File: src/rtl/data_mem_arbiter.sv
// Arbitrates the single-port data memory between the CPU MEM stage and a DMA/loader port.
// Define ARB_STATS_EN to build the saturating CPU-stall statistics counter behind stall_count.
module data_mem_arbiter #(
    parameter int STARVE_LIMIT = 4,
    parameter int CNT_W        = 3
) (
    input  logic        CLK,
    input  logic        RESETn,
    input  logic        cpu_req,
    input  logic        cpu_we,
    input  logic [2:0]  cpu_funct3,
    input  logic [31:0] cpu_addr,
    input  logic [31:0] cpu_wdata,
    output logic [31:0] cpu_rdata,
    output logic        cpu_stall,
    input  logic        dma_req,
    input  logic        dma_we,
    input  logic [2:0]  dma_funct3,
    input  logic [31:0] dma_addr,
    input  logic [31:0] dma_wdata,
    output logic        dma_ack,
    output logic [31:0] dma_rdata,
    output logic        mem_we,
    output logic [2:0]  mem_funct3,
    output logic [31:0] mem_a,
    output logic [31:0] mem_wd,
    input  logic [31:0] mem_rd,
    output logic [15:0] stall_count
);

    localparam logic [1:0] D_IDLE = 2'd0;
    localparam logic [1:0] D_WAIT = 2'd1;
    localparam logic [1:0] D_ACK  = 2'd2;

    localparam logic [CNT_W-1:0] LIMIT = CNT_W'(STARVE_LIMIT);

    logic [1:0]       state;
    logic [1:0]       state_nxt;
    logic [CNT_W-1:0] starve_cnt;
    logic             dma_win;
    logic             cpu_grant;
    logic             mem_we_raw;

    // DMA may only overtake a busy CPU once it has lost STARVE_LIMIT cycles in a row.
    assign dma_win   = dma_req && (state != D_ACK) && (!cpu_req || starve_cnt == LIMIT);
    assign cpu_grant = cpu_req && !dma_win;
    assign cpu_stall = cpu_req && dma_win;
    assign cpu_rdata = cpu_grant ? mem_rd : 32'h0;

    // NOTE: every signal driven in always_comb gets a default first so no latch is inferred.
    always_comb begin
        mem_we_raw = 1'b0;
        mem_funct3 = 3'b010;
        mem_a      = 32'h0;
        mem_wd     = 32'h0;
        if (dma_win) begin
            mem_we_raw = dma_we;
            mem_funct3 = dma_funct3;
            mem_a      = dma_addr;
            mem_wd     = dma_wdata;
        end else if (cpu_grant) begin
            mem_we_raw = cpu_we;
            mem_funct3 = cpu_funct3;
            mem_a      = cpu_addr;
            mem_wd     = cpu_wdata;
        end
    end

    // A store granted while reset is held must not reach the memory.
    assign mem_we = mem_we_raw && RESETn;

    always_comb begin
        state_nxt = state;
        case (state)
            D_IDLE: begin
                if (dma_win)      state_nxt = D_ACK;
                else if (dma_req) state_nxt = D_WAIT;
            end
            D_WAIT: begin
                if (dma_win)      state_nxt = D_ACK;
                else if (!dma_req) state_nxt = D_IDLE;
            end
            D_ACK:   state_nxt = D_IDLE;
            default: state_nxt = D_IDLE;
        endcase
    end

    // NOTE: sequential state uses non-blocking assignments so every flop samples pre-edge values.
    always_ff @(posedge CLK) begin
        if (!RESETn) begin
            state      <= D_IDLE;
            starve_cnt <= '0;
            dma_ack    <= 1'b0;
            dma_rdata  <= 32'h0;
        end else begin
            state   <= state_nxt;
            dma_ack <= dma_win;
            if (dma_win) begin
                dma_rdata <= dma_we ? 32'h0 : mem_rd;
            end
            if (!dma_req || dma_win) begin
                starve_cnt <= '0;
            end else if (state != D_ACK && starve_cnt != LIMIT) begin
                starve_cnt <= starve_cnt + CNT_W'(1);
            end
        end
    end

`ifdef ARB_STATS_EN
    logic [15:0] stall_cnt_q;

    always_ff @(posedge CLK) begin
        if (!RESETn) begin
            stall_cnt_q <= 16'h0;
        end else if (cpu_stall && stall_cnt_q != 16'hFFFF) begin
            stall_cnt_q <= stall_cnt_q + 16'd1;
        end
    end

    assign stall_count = stall_cnt_q;
`else
    assign stall_count = 16'h0000;
`endif

endmodule

File: config.mk
export PLATFORM = sky130hd
export DESIGN_NAME = data_mem_arbiter
export DESIGN_NICKNAME = d
export VERILOG_FILES = /design/src/rtl/data_mem_arbiter.sv
export SDC_FILE = /design/constraint.sdc
export NUM_CORES = 1
export LEC_CHECK = 0
export CORE_AREA = 2 2 123 125
export CTS_CLUSTER_SIZE = 12
export DETAILED_ROUTE_END_ITERATION = 16
export DIE_AREA = 0 0 125 127
export GPL_ROUTABILITY_DRIVEN = 0
export GPL_TIMING_DRIVEN = 0
export PLACE_DENSITY = 0.75
export SLEW_MARGIN = 5
export SYNTH_ARGS = -nofsm -noshare
export SYNTH_HDL_FRONTEND = slang
export SYNTH_SLANG_ARGS = --single-unit
File: constraint.sdc
create_clock -name CLK -period 1.65 [get_ports CLK]
set_input_delay 0.2475 -clock CLK [delete_from_list [all_inputs] [get_ports CLK]]
set_output_delay 0.2475 -clock CLK [all_outputs]
set_load 0.02 [all_outputs]
Run 1, signal wires on met4:
(4 px per um) Supply wires on this layer in grey.
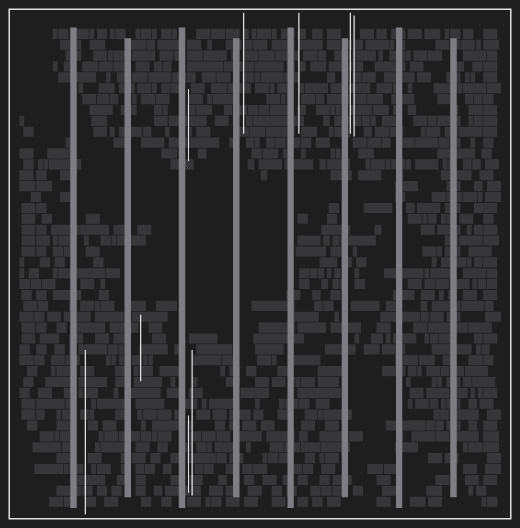
The wires run mostly vertical. The layer holds 1.5% of the routed length.

Run 1, clock routing:
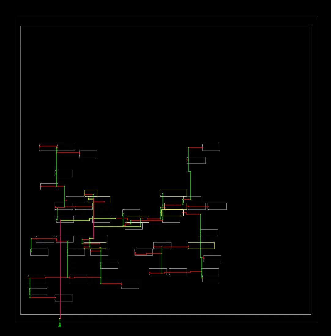
Power Clock: 1.28 mW
# clock sinks: 38

==> report_table.html, run 1 <==
<h3>Run summary</h3>
<table>
<tr><th>Metric</th><th>Value</th></tr>
<tr><th colspan="2">Status</th></tr>
<tr><td>Status</td><td>complete, but fails checks</td></tr>
<tr><td>Failing checks</td><td>negative setup slack</td></tr>
<tr><th colspan="2">Timing</th></tr>
<tr><td>Post-route minimum period</td><td>approximately 2.1 ns</td></tr>
<tr><td>Worst hold slack</td><td>around 0.46 ns</td></tr>
<tr><td>Least-Margin Pin Slew</td><td>~0.59 ns</td></tr>
<tr><td>Relative slew margins</td><td>0.610</td></tr>
<tr><td>Final number of setup-violating endpoints</td><td>approximately 130</td></tr>
<tr><td>Final Hold Vio Count</td><td>0</td></tr>
<tr><td>RSZ-0062 raised after global routing</td><td>yes</td></tr>
<tr><td>Layout Skew</td><td>0.00742 ns</td></tr>
<tr><td>Fmax</td><td>475 MHz</td></tr>
<tr><td>Ratio of final minimum period to clock period</td><td>1.28</td></tr>
<tr><td>Final WS setup</td><td>-0.455 ns</td></tr>
<tr><td>Final slew viol count</td><td>0</td></tr>
<tr><th colspan="2">Synthesis</th></tr>
<tr><td>Adder Share, Synth</td><td>0.00769</td></tr>
<tr><td>Cells in synth_stat.txt</td><td>~470</td></tr>
<tr><td>Count of synthesis-stage warnings from yosys</td><td>0</td></tr>
<tr><td>Portion of the post-synthesis area used by sequential elements</td><td>0.234</td></tr>
<tr><td>Leading cell types by total area after synthesis</td><td>dfxtp_1, nand4_1, nand2_1</td></tr>
<tr><td>Dominant comb cell</td><td>simple AND/OR/NAND/NOR gates</td></tr>
<tr><td>Most frequent cell after synthesis</td><td>nand2_1</td></tr>
<tr><td>Leading post-synthesis cells by instance count</td><td>nand2_1, o21ai_0, nand4_1</td></tr>
<tr><td>Async set-reset flop share out of synthesis</td><td>0</td></tr>
<tr><td>Count of different cell masters after synthesis</td><td>28</td></tr>
<tr><td>Chip area from the yosys synthesis statistics</td><td>3250 um^2</td></tr>
<tr><td>Simple share</td><td>0.406</td></tr>
<tr><td>Most common reg cell</td><td>dfxtp_1</td></tr>
<tr><td>Cell type contributing the most total cell area after synthesis</td><td>dfxtp_1</td></tr>
<tr><td>Mapped Area</td><td>about 3300 um^2</td></tr>
<tr><td>Count of library flops with an enable pin</td><td>0</td></tr>
<tr><td>Compound-gate portion of the synthesized area</td><td>0.123</td></tr>
<tr><td>Area fraction in mux cells</td><td>0.102</td></tr>
<tr><td>Count of state elements after synthesis</td><td>38</td></tr>
<tr><td>Avg Synthesized Cell Area</td><td>6.92 um^2</td></tr>
<tr><td>Post-synthesis xor/xnor area fraction</td><td>0</td></tr>
<tr><td>Largest type area fraction</td><td>0.234</td></tr>
<tr><td>Cell count after synthesis</td><td>between 400 and 500</td></tr>
<tr><th colspan="2">Detailed routing</th></tr>
<tr><td>Routed Wire Length</td><td>approximately 17000 um</td></tr>
<tr><td>Number of design rule violations left after detail routing</td><td>0</td></tr>
<tr><td>Detail Route Antenna Nets</td><td>0</td></tr>
<tr><td>Routed length per instance</td><td>~17 um</td></tr>
<tr><td>Routed metal-1 wirelength</td><td>7220 um</td></tr>
<tr><td>Avg Vias per Cell</td><td>~4.7</td></tr>
<tr><td>Met3 wire len</td><td>~940 um</td></tr>
<tr><td>Total met2 wirelength after detailed routing</td><td>between 8000 and 9000 um</td></tr>
<tr><td>DRT Pass-1 Iters</td><td>6</td></tr>
<tr><td>Detailed-route via count</td><td>~4700</td></tr>
<tr><td>Top Metal Used</td><td>met4</td></tr>
<tr><td>Drt first-iter violations</td><td>approximately 140</td></tr>
<tr><th colspan="2">Power</th></tr>
<tr><td>Largest voltage drop on the vdd net</td><td>~0.41 mV</td></tr>
<tr><td>Fraction of power consumed by the clock network</td><td>0.296</td></tr>
<tr><td>Part of the total power dissipated in sequential elements</td><td>0.223</td></tr>
<tr><td>Cell-internal power</td><td>approximately 3 mW</td></tr>
<tr><td>Standby leakage power</td><td>between 3 and 4 nW</td></tr>
<tr><td>Final total power</td><td>between 4 and 5 mW</td></tr>
<tr><td>Net Switching</td><td>1.36 mW</td></tr>
<tr><td>Gate power share</td><td>0.481</td></tr>
<tr><td>Switching Share</td><td>0.316</td></tr>
<tr><td>Power density normalized to cell area</td><td>around 550 nW/um^2</td></tr>
<tr><th colspan="2">Clock network</th></tr>
<tr><td>Cts hold-fix bufs</td><td>0</td></tr>
<tr><td>Largest buffer count on any clock path</td><td>2</td></tr>
<tr><td>H-tree level count</td><td>2</td></tr>
<tr><td>TritonCTS Buffers</td><td>5</td></tr>
<tr><td>Clk latency late pin</td><td>approximately 0.28 ns</td></tr>
<tr><td>Root buf cell</td><td>clkbuf_16</td></tr>
<tr><td>Reg clk slew, reported paths</td><td>0.06 ns</td></tr>
<tr><td>Clock tree from TritonCTS</td><td>done</td></tr>
<tr><th colspan="2">Placement</th></tr>
<tr><td>Setup slack at placement</td><td>-1.13 ns</td></tr>
<tr><td>Number of placed cells counting well taps</td><td>around 970</td></tr>
<tr><td>Number of buffers added on ports</td><td>between 300 and 400</td></tr>
<tr><td>Detailed placement HPWL</td><td>13100 um</td></tr>
<tr><th colspan="2">Global routing</th></tr>
<tr><td>Via count of the first global-routing pass</td><td>4603</td></tr>
<tr><td>Global-route usage over all layers</td><td>0.194</td></tr>
<tr><td>Final global-route overflow total</td><td>0</td></tr>
<tr><td>Number of antenna violations at the first check in global routing</td><td>0</td></tr>
<tr><td>Wire length of the first global-routing pass</td><td>between 20000 and 30000 um</td></tr>
<tr><td>Met1 GRT Util</td><td>0.248</td></tr>
<tr><td>Largest net degree at the start of global routing</td><td>13</td></tr>
<tr><td>Gr busiest metal</td><td>met2</td></tr>
<tr><td>Met3 demand-to-capacity share in global routing</td><td>0.0360</td></tr>
<tr><td>Grt met2 use</td><td>0.344</td></tr>
<tr><th colspan="2">Cells and area</th></tr>
<tr><td>Ratio of cells with drive above 1 in the final layout</td><td>0.335</td></tr>
<tr><td>Area overhead of the layout relative to synthesis</td><td>143%</td></tr>
<tr><td>Filler-free cell count of the finished design</td><td>995</td></tr>
<tr><td>Number of fill cells</td><td>1324</td></tr>
<tr><td>Total number of nets in the final design</td><td>roughly 1000</td></tr>
<tr><td>Antenna Cells</td><td>0</td></tr>
<tr><th colspan="2">Worst setup path</th></tr>
<tr><td>Crit path DAT</td><td>approximately 1.9 ns</td></tr>
<tr><td>Worst flop-to-flop path startpoint</td><td>starve_cnt[1]$_SDFFE_PP0P_</td></tr>
<tr><td>Worst setup slack for register-to-register paths</td><td>-0.07 ns</td></tr>
<tr><td>Endpoint required time on the critical path</td><td>~1.4 ns</td></tr>
<tr><td>Worst reg2reg path depth</td><td>8</td></tr>
<tr><td>Capturing element type of the critical path</td><td>output pin</td></tr>
<tr><td>Kind of launch point of the worst setup path</td><td>register</td></tr>
<tr><td>Worst Path Max Fanout</td><td>10</td></tr>
<tr><td>Capture instance of the worst register-to-register path</td><td>dma_rdata[13]$_SDFFE_PN0P_</td></tr>
<tr><td>Start-to-end type of the worst setup path</td><td>reg2out</td></tr>
<tr><th colspan="2">Die</th></tr>
<tr><td>Vertical die dimension</td><td>around 130 um</td></tr>
<tr><td>Die area</td><td>roughly 16000 um^2</td></tr>
<tr><td>Width of the chip</td><td>approximately 130 um</td></tr>
<tr><td>Core area</td><td>14400 um^2</td></tr>
<tr><td>Number of top-level design ports</td><td>between 300 and 400</td></tr>
<tr><td>Initial standard-cell utilization of the core</td><td>0.226</td></tr>
<tr><td>Site row count</td><td>approximately 44</td></tr>
<tr><th colspan="2">Hold path</th></tr>
<tr><td>Hold path depth</td><td>2</td></tr>
<tr><td>Startpoint of the worst hold path</td><td>dma_rdata[7]$_SDFFE_PN0P_</td></tr>
<tr><td>Class of the most critical hold timing path</td><td>reg2reg</td></tr>
<tr><td>Hold path endpoint</td><td>dma_rdata[7]$_SDFFE_PN0P_</td></tr>
<tr><th colspan="2">Flow run</th></tr>
<tr><td>OpenROAD warning count</td><td>30</td></tr>
<tr><td>Number of maximum-capacitance violations</td><td>0</td></tr>
</table>
Run 1, sequential cells grouped by signal name:
(4 px per um) Other sequential cells in the stronger grey, the rest of the logic in the fainter grey.
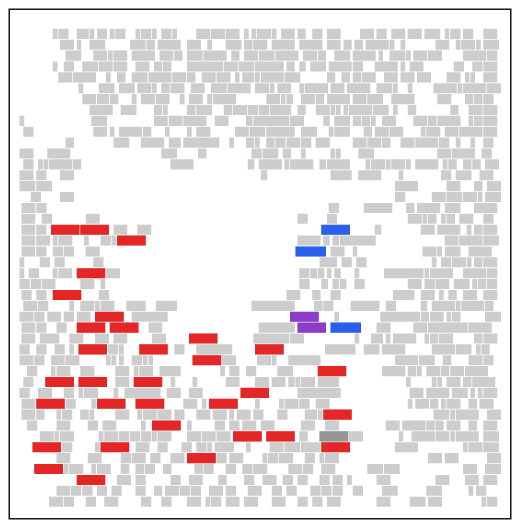
Blue stands for starve_cnt, placed flops 3. Red stands for dma_rdata, placed flops 32. Purple stands for state, placed flops 2.
Another 1 sequential cells are not coloured.

[run 1: per-stage QoR]
stage               cell area [um^2]  TNS (ns)   util
floorplan                       4000    -0.768      -
global placement                7260    -83.94  0.503
detailed placement              7260    -83.84  0.503
CTS                             7660    -42.97  0.531
global route                    7890    -49.80  0.547
finish                          7890    -41.45  0.547
[run 1: layout by cell type (no fill, tap or decap), types with 4 or more instances in the layout]
| master | instances |
|---|---|
| dfxtp_1 | 36 |
| nand2_1 | 100 |
| buf_8 | 6 |
| nand3b_1 | 32 |
| nand4_1 | 66 |
| clkbuf_2 | 7 |
| conb_1 | 16 |
| buf_12 | 4 |
| o21ai_2 | 4 |
| and2_1 | 9 |
| clkbuf_1 | 24 |
| clkbuf_16 | 8 |
| clkbuf_8 | 4 |
| mux2i_1 | 32 |
| o21ai_4 | 62 |
| and2_2 | 25 |
| clkdlybuf4s50_1 | 201 |
| buf_6 | 56 |
| buf_4 | 76 |
[run 1: state kept, by name, summed over array words and instances, names as in the netlist]
signal,flops
dma_ack,1
dma_rdata,32
starve_cnt,3
state,2
[run 1: kinds of logic (layout without fill, tap and decap cells)]
kind of cell	count (synthesis)	count (layout)
AND-OR/OR-AND	77	77
adder cells (fa/ha/maj)	2	2
buffers and inverters	76	402
flip-flops	38	38
multiplexers	33	33
other	1	16
AND/OR/NAND/NOR	243	243
[run 1: what timing repair did]
item	4_1_cts	5_1_grt
endpoints found under the hold margin	0	0
endpoints found under the setup margin	101	132
buffers inserted	9	3
pin swaps	5	7
resized	574	60
gates cloned	3	1
[run 1: layout make-up]
class	count	area (um^2)	area share
multi-input cells	371	2940	0.373
repair buffers	318	3190	0.404
clock buffers	6	139	0.0176
flip-flops and latches	38	763	0.0967
well taps	184	230	0.0292
clock inverters	2	60.1	0.00761
plain buffers	72	556	0.0704
inverters	4	15.0	0.00190
[run 1: worst max path at each step]
stage / depth (start not counted) / slack, ns / start / endpoint
after global routing: 8 / -0.51 / starve_cnt[0]$_SDFFE_PP0P_ / mem_we
after CTS: 8 / -0.47 / starve_cnt[0]$_SDFFE_PP0P_ / mem_we
after floorplan: 7 / -0.04 / starve_cnt[0]$_SDFFE_PP0P_ / mem_we
after detailed placement: 7 / -1.13 / starve_cnt[0]$_SDFFE_PP0P_ / cpu_rdata[20]
final: 8 / -0.45 / starve_cnt[0]$_SDFFE_PP0P_ / mem_a[7]
after global placement: 7 / -1.14 / starve_cnt[0]$_SDFFE_PP0P_ / cpu_rdata[20]
[run 1: power groups by stage]
| stage | logic (mW) | registers [mW] | clock network, mW |
|---|---|---|---|
| global placement | 1.90 | 0.981 | 0 |
| global route | 2.18 | 0.965 | 1.35 |
| CTS | 1.99 | 0.962 | 1.30 |
| floorplan | 0.935 | 1.01 | 0 |
| finish | 2.07 | 0.962 | 1.28 |
| detailed placement | 1.91 | 0.982 | 0 |
[run 1: worst max-delay path, cell delays in order (launching register included)]
cell     delay, ns
dfxtp_2       0.33
inv_2         0.05
ha_4          0.16
a21bo_4       0.22
and3_4        0.20
buf_12        0.15
buf_8         0.17
o21ai_4       0.16
buf_6         0.14
==> inputs of run 2 (changes only) <==
--- a/config.mk
+++ b/config.mk
@@ -6,7 +6,7 @@
 export NUM_CORES = 1
 export LEC_CHECK = 0
 export CORE_AREA = 2 2 123 125
-export CTS_CLUSTER_SIZE = 12
+export CTS_CLUSTER_SIZE = 20
 export DETAILED_ROUTE_END_ITERATION = 16
 export DIE_AREA = 0 0 125 127
 export GPL_ROUTABILITY_DRIVEN = 0
Run 2, clock routing:
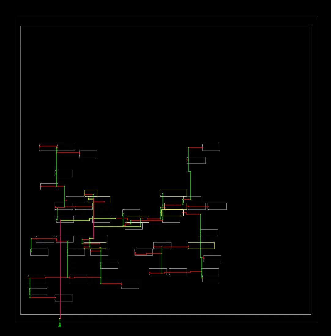
clock tree buffer count of the final layout: 6
TritonCTS Buffers: 5
clk latency late pin: 0.28 ns
Layout Skew: 0.00742 ns

==> run 2 against run 1 <==
  * The run still ends with negative setup slack left
  * Non-clock buffer count stayed put
  * Die size did not move
  * Count of clock-buffer cells in the layout unchanged
  * Clock power hardly changed
  * Combinational power hardly changed
  * Sequential cell count did not move
  * Register-to-register slack barely moved
  * Clock skew unchanged
  * Core utilization stayed put
  * Final cell count is the same
  * Critical endpoint unchanged
  * Largest cell class unchanged
  * Largest power group unchanged
==> report_table.html, run 2 <==
<h3>Run summary</h3>
<table>
<tr><th>Metric</th><th>Value</th></tr>
<tr><th colspan="2">Status</th></tr>
<tr><td>Status</td><td>complete, but fails checks</td></tr>
<tr><td>Failing checks</td><td>negative setup slack</td></tr>
<tr><th colspan="2">Synthesis</th></tr>
<tr><td>Count of synthesis-stage warnings from yosys</td><td>0 (unchanged)</td></tr>
<tr><td>Count of state elements after synthesis</td><td>38 (unchanged)</td></tr>
<tr><td>Leading post-synthesis cells by instance count</td><td>nand2_1, o21ai_0, nand4_1</td></tr>
<tr><td>Count of library flops with an enable pin</td><td>0 (unchanged)</td></tr>
<tr><td>Leading cell types by total area after synthesis</td><td>dfxtp_1, nand4_1, nand2_1</td></tr>
<tr><td>Most frequent cell after synthesis</td><td>nand2_1</td></tr>
<tr><td>Cells in synth_stat.txt</td><td>470 (unchanged)</td></tr>
<tr><td>Async set-reset flop share out of synthesis</td><td>0 (unchanged)</td></tr>
<tr><td>Mapped Area</td><td>3250 um^2 (unchanged)</td></tr>
<tr><td>Largest type area fraction</td><td>0.234 (unchanged)</td></tr>
<tr><td>Avg Synthesized Cell Area</td><td>6.92 um^2 (unchanged)</td></tr>
<tr><td>Cell type contributing the most total cell area after synthesis</td><td>dfxtp_1</td></tr>
<tr><td>Count of different cell masters after synthesis</td><td>28 (unchanged)</td></tr>
<tr><td>Portion of the post-synthesis area used by sequential elements</td><td>0.234 (unchanged)</td></tr>
<tr><td>Cell count after synthesis</td><td>470 (unchanged)</td></tr>
<tr><td>Chip area from the yosys synthesis statistics</td><td>3250 um^2 (unchanged)</td></tr>
<tr><td>Most common reg cell</td><td>dfxtp_1</td></tr>
<tr><th colspan="2">Timing</th></tr>
<tr><td>Least-Margin Pin Slew</td><td>0.585 ns (unchanged)</td></tr>
<tr><td>Final WS setup</td><td>-0.455 ns (unchanged)</td></tr>
<tr><td>Ratio of final minimum period to clock period</td><td>1.28 (unchanged)</td></tr>
<tr><td>Final slew viol count</td><td>0 (unchanged)</td></tr>
<tr><td>Fmax</td><td>475 MHz (unchanged)</td></tr>
<tr><td>Setup TNS</td><td>-41.45 ns (unchanged)</td></tr>
<tr><td>Final number of setup-violating endpoints</td><td>131 (unchanged)</td></tr>
<tr><td>Relative slew margins</td><td>0.610 (unchanged)</td></tr>
<tr><td>Post-route minimum period</td><td>2.10 ns (unchanged)</td></tr>
<tr><td>Final Hold Vio Count</td><td>0 (unchanged)</td></tr>
<tr><td>RSZ-0062 raised after global routing</td><td>yes</td></tr>
<tr><th colspan="2">Global routing</th></tr>
<tr><td>Wire length of the first global-routing pass</td><td>25100 um (unchanged)</td></tr>
<tr><td>Number of antenna violations at the first check in global routing</td><td>0 (unchanged)</td></tr>
<tr><td>Final global-route overflow total</td><td>0 (unchanged)</td></tr>
<tr><td>Largest net degree at the start of global routing</td><td>13 (unchanged)</td></tr>
<tr><td>Global-route usage over all layers</td><td>0.194 (unchanged)</td></tr>
<tr><td>Via count of the first global-routing pass</td><td>4603 (unchanged)</td></tr>
<tr><th colspan="2">Cells and area</th></tr>
<tr><td>Largest registers</td><td>dma_rdata x32, starve_cnt x3, state x2</td></tr>
<tr><td>Most frequent logic cell in the layout</td><td>clkdlybuf4s50_1</td></tr>
<tr><td>Total number of nets in the final design</td><td>984 (unchanged)</td></tr>
<tr><td>Max reg flops</td><td>32 (unchanged)</td></tr>
<tr><td>Post-route cell area</td><td>7890 um^2 (unchanged)</td></tr>
<tr><td>Area overhead of the layout relative to synthesis</td><td>143% (unchanged)</td></tr>
<tr><td>Biggest register</td><td>dma_rdata</td></tr>
<tr><td>Antenna Cells</td><td>0 (unchanged)</td></tr>
<tr><td>Commonest cells after routing, fill and taps aside</td><td>clkdlybuf4s50_1, nand2_1, buf_4, nand4_1, o21ai_4</td></tr>
<tr><td>Number of fill cells</td><td>1324 (unchanged)</td></tr>
<tr><td>Ratio of cells with drive above 1 in the final layout</td><td>0.335 (unchanged)</td></tr>
<tr><td>Final core occ</td><td>0.547 (unchanged)</td></tr>
<tr><th colspan="2">Detailed routing</th></tr>
<tr><td>DRT Pass-1 Iters</td><td>6 (unchanged)</td></tr>
<tr><td>Met3 wire len</td><td>938 um (unchanged)</td></tr>
<tr><td>Avg Vias per Cell</td><td>4.70 (unchanged)</td></tr>
<tr><td>Routed metal-1 wirelength</td><td>7220 um (unchanged)</td></tr>
<tr><td>Detail Route Antenna Nets</td><td>0 (unchanged)</td></tr>
<tr><td>Routed length per instance</td><td>17.1 um (unchanged)</td></tr>
<tr><td>Top Metal Used</td><td>met4</td></tr>
<tr><td>Number of design rule violations left after detail routing</td><td>0 (unchanged)</td></tr>
<tr><td>Detailed-route via count</td><td>4673 (unchanged)</td></tr>
<tr><td>Total met2 wirelength after detailed routing</td><td>8640 um (unchanged)</td></tr>
<tr><td>Routed Wire Length</td><td>17000 um (unchanged)</td></tr>
<tr><td>Drt first-iter violations</td><td>142 (unchanged)</td></tr>
<tr><th colspan="2">Placement</th></tr>
<tr><td>Setup slack at placement</td><td>-1.13 ns (unchanged)</td></tr>
<tr><td>Detailed placement HPWL</td><td>13100 um (unchanged)</td></tr>
<tr><td>Number of buffers added on ports</td><td>302 (unchanged)</td></tr>
<tr><td>Placed cell areas</td><td>7260 um^2 (unchanged)</td></tr>
<tr><th colspan="2">Worst setup path</th></tr>
<tr><td>Critical Path Max Stage Delay</td><td>0.33 ns (about the same)</td></tr>
<tr><td>Worst reg2reg path depth</td><td>8 (unchanged)</td></tr>
<tr><td>Worst flop-to-flop path startpoint</td><td>starve_cnt[1]$_SDFFE_PP0P_</td></tr>
<tr><td>Worst Path Max Fanout</td><td>10 (unchanged)</td></tr>
<tr><td>Endpoint required time on the critical path</td><td>1.40 ns (about the same)</td></tr>
<tr><td>Crit path DAT</td><td>1.86 ns (about the same)</td></tr>
<tr><td>Start-to-end type of the worst setup path</td><td>reg2out</td></tr>
<tr><td>Kind of launch point of the worst setup path</td><td>register</td></tr>
<tr><td>Cell at the slowest stage of the critical path</td><td>dfxtp_2</td></tr>
<tr><td>Capture instance of the worst register-to-register path</td><td>dma_rdata[13]$_SDFFE_PN0P_</td></tr>
<tr><td>Critical path cell sequence</td><td>inv_2 -&gt; ha_4 -&gt; a21bo_4 -&gt; and3_4 -&gt; buf_12 -&gt; buf_8 -&gt; o21ai_4 -&gt; buf_6</td></tr>
<tr><td>Capturing element type of the critical path</td><td>output pin</td></tr>
<tr><td>Worst setup slack for register-to-register paths</td><td>-0.07 ns (about the same)</td></tr>
<tr><th colspan="2">Hold path</th></tr>
<tr><td>Class of the most critical hold timing path</td><td>reg2reg</td></tr>
<tr><td>Hold path endpoint</td><td>dma_rdata[7]$_SDFFE_PN0P_</td></tr>
<tr><td>Hold path depth</td><td>2 (unchanged)</td></tr>
<tr><td>Startpoint of the worst hold path</td><td>dma_rdata[7]$_SDFFE_PN0P_</td></tr>
<tr><th colspan="2">Flow run</th></tr>
<tr><td>Number of maximum-capacitance violations</td><td>0 (unchanged)</td></tr>
<tr><td>OpenROAD warning count</td><td>30 (unchanged)</td></tr>
<tr><th colspan="2">Clock network</th></tr>
<tr><td>Cts hold-fix bufs</td><td>0 (unchanged)</td></tr>
<tr><td>Reg clk slew, reported paths</td><td>0.06 ns (about the same)</td></tr>
<tr><td>Clock tree from TritonCTS</td><td>done</td></tr>
<tr><td>Root buf cell</td><td>clkbuf_16</td></tr>
<tr><td>H-tree level count</td><td>2 (unchanged)</td></tr>
<tr><td>Largest buffer count on any clock path</td><td>2 (unchanged)</td></tr>
<tr><td># clock sinks</td><td>38 (unchanged)</td></tr>
<tr><th colspan="2">Die</th></tr>
<tr><td>Width of the chip</td><td>125 um (unchanged)</td></tr>
<tr><td>Site row count</td><td>44 (unchanged)</td></tr>
<tr><td>Vertical die dimension</td><td>127 um (unchanged)</td></tr>
<tr><td>Core area</td><td>14400 um^2 (unchanged)</td></tr>
<tr><td>Die area</td><td>15900 um^2 (unchanged)</td></tr>
<tr><td>Number of top-level design ports</td><td>322 (unchanged)</td></tr>
<tr><td>Initial standard-cell utilization of the core</td><td>0.226 (unchanged)</td></tr>
<tr><th colspan="2">Power</th></tr>
<tr><td>Largest voltage drop on the vdd net</td><td>0.409 mV (unchanged)</td></tr>
<tr><td>Power density normalized to cell area</td><td>547 nW/um^2 (unchanged)</td></tr>
<tr><td>Standby leakage power</td><td>3.11 nW (unchanged)</td></tr>
</table>
Run 2, signal wires by layer:
(4 px per um)
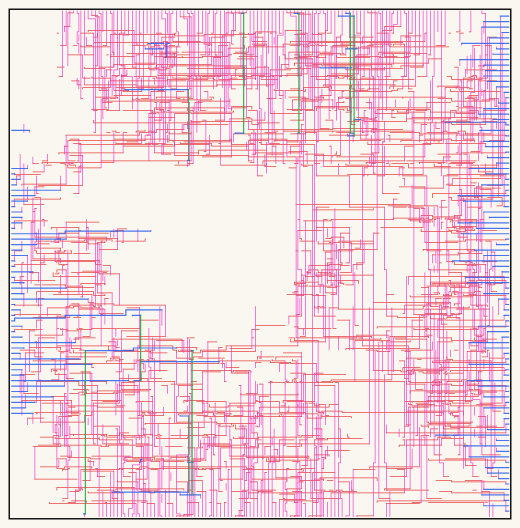
Green stands for M4, wire length 250 um. Red stands for M1, wire length 7220 um. Blue stands for M3, wire length 938 um. Magenta stands for M2, wire length 8640 um.

-- run 2: cell counts after synthesis --
No cell type changed its count.
-- run 2: final cells by class --
cell class / instances / area (um^2) / share of cell area
Clock buffer: 6 / 139 / 0.0176
Clock inverter: 2 / 60.1 / 0.00761
Multi-Input combinational cell: 371 / 2940 / 0.373
Inverter: 4 / 15.0 / 0.00190
Buffer: 72 / 556 / 0.0704
Timing Repair Buffer: 318 / 3190 / 0.404
Tap cell: 184 / 230 / 0.0292
Sequential cell: 38 / 763 / 0.0967
-- run 2: kinds of logic after synthesis --
logic type                 count (synthesis)  synth area share
muxes                                     33             0.102
other                                      1           0.00115
buffers and inverters                     76             0.127
adders and majority gates                  2           0.00769
AOI/OAI and AO/OA                         77             0.123
and+or+nand+nor                          243             0.406
DFF                                       38             0.234
-- run 2: worst max-delay path by stage --
stage	start	to	depth (start not counted)
4_1_cts	starve_cnt[0]$_SDFFE_PP0P_	mem_we	8
2_1_floorplan	starve_cnt[0]$_SDFFE_PP0P_	mem_we	7
3_5_place_dp	starve_cnt[0]$_SDFFE_PP0P_	cpu_rdata[20]	7
3_3_place_gp	starve_cnt[0]$_SDFFE_PP0P_	cpu_rdata[20]	7
5_1_grt	starve_cnt[0]$_SDFFE_PP0P_	mem_we	8
6_report	starve_cnt[0]$_SDFFE_PP0P_	mem_a[7]	8
-- run 2: repair_timing --
action,CTS,global route
gates cloned,3,1
pin swaps,5,7
gates resized,574,60
endpoints found under the setup margin,101,132
setup buffers,9,3
-- run 2: per-layer routing --
layer,vias up,track usage
li1,2309,-
met1,2170,0.248
met2,175,0.344
met3,19,0.0360
met4,0,0.0392
met5,-,0
-- run 2: through the flow --
| stage | cells | hold slack [ns] | power [mW] |
|---|---|---|---|
| global placement | 971 | 0.441 | 2.88 |
| finish | 995 | 0.455 | 4.31 |
| floorplan | 485 | 0.413 | 1.95 |
| detailed placement | 971 | 0.448 | 2.89 |
| CTS | 991 | 0.457 | 4.26 |
| global route | 995 | 0.473 | 4.50 |
-- run 2: critical path, delay by kind of cell (launching register included) --
kind,cells,cell delay [ns]
buffers and inverters,4,0.51
AND-OR/OR-AND,2,0.38
flip-flops,1,0.33
AND/OR/NAND/NOR,1,0.20
adder cells (fa/ha/maj),1,0.16
-- run 2: where the power goes --
| group | internal (mW) | switching, mW | total [mW] |
|---|---|---|---|
| registers | 0.947 | 0.0147 | 0.962 |
| logic | 1.10 | 0.978 | 2.07 |
| clock network | 0.907 | 0.371 | 1.28 |
Power is estimated from default activity; no workload was simulated.
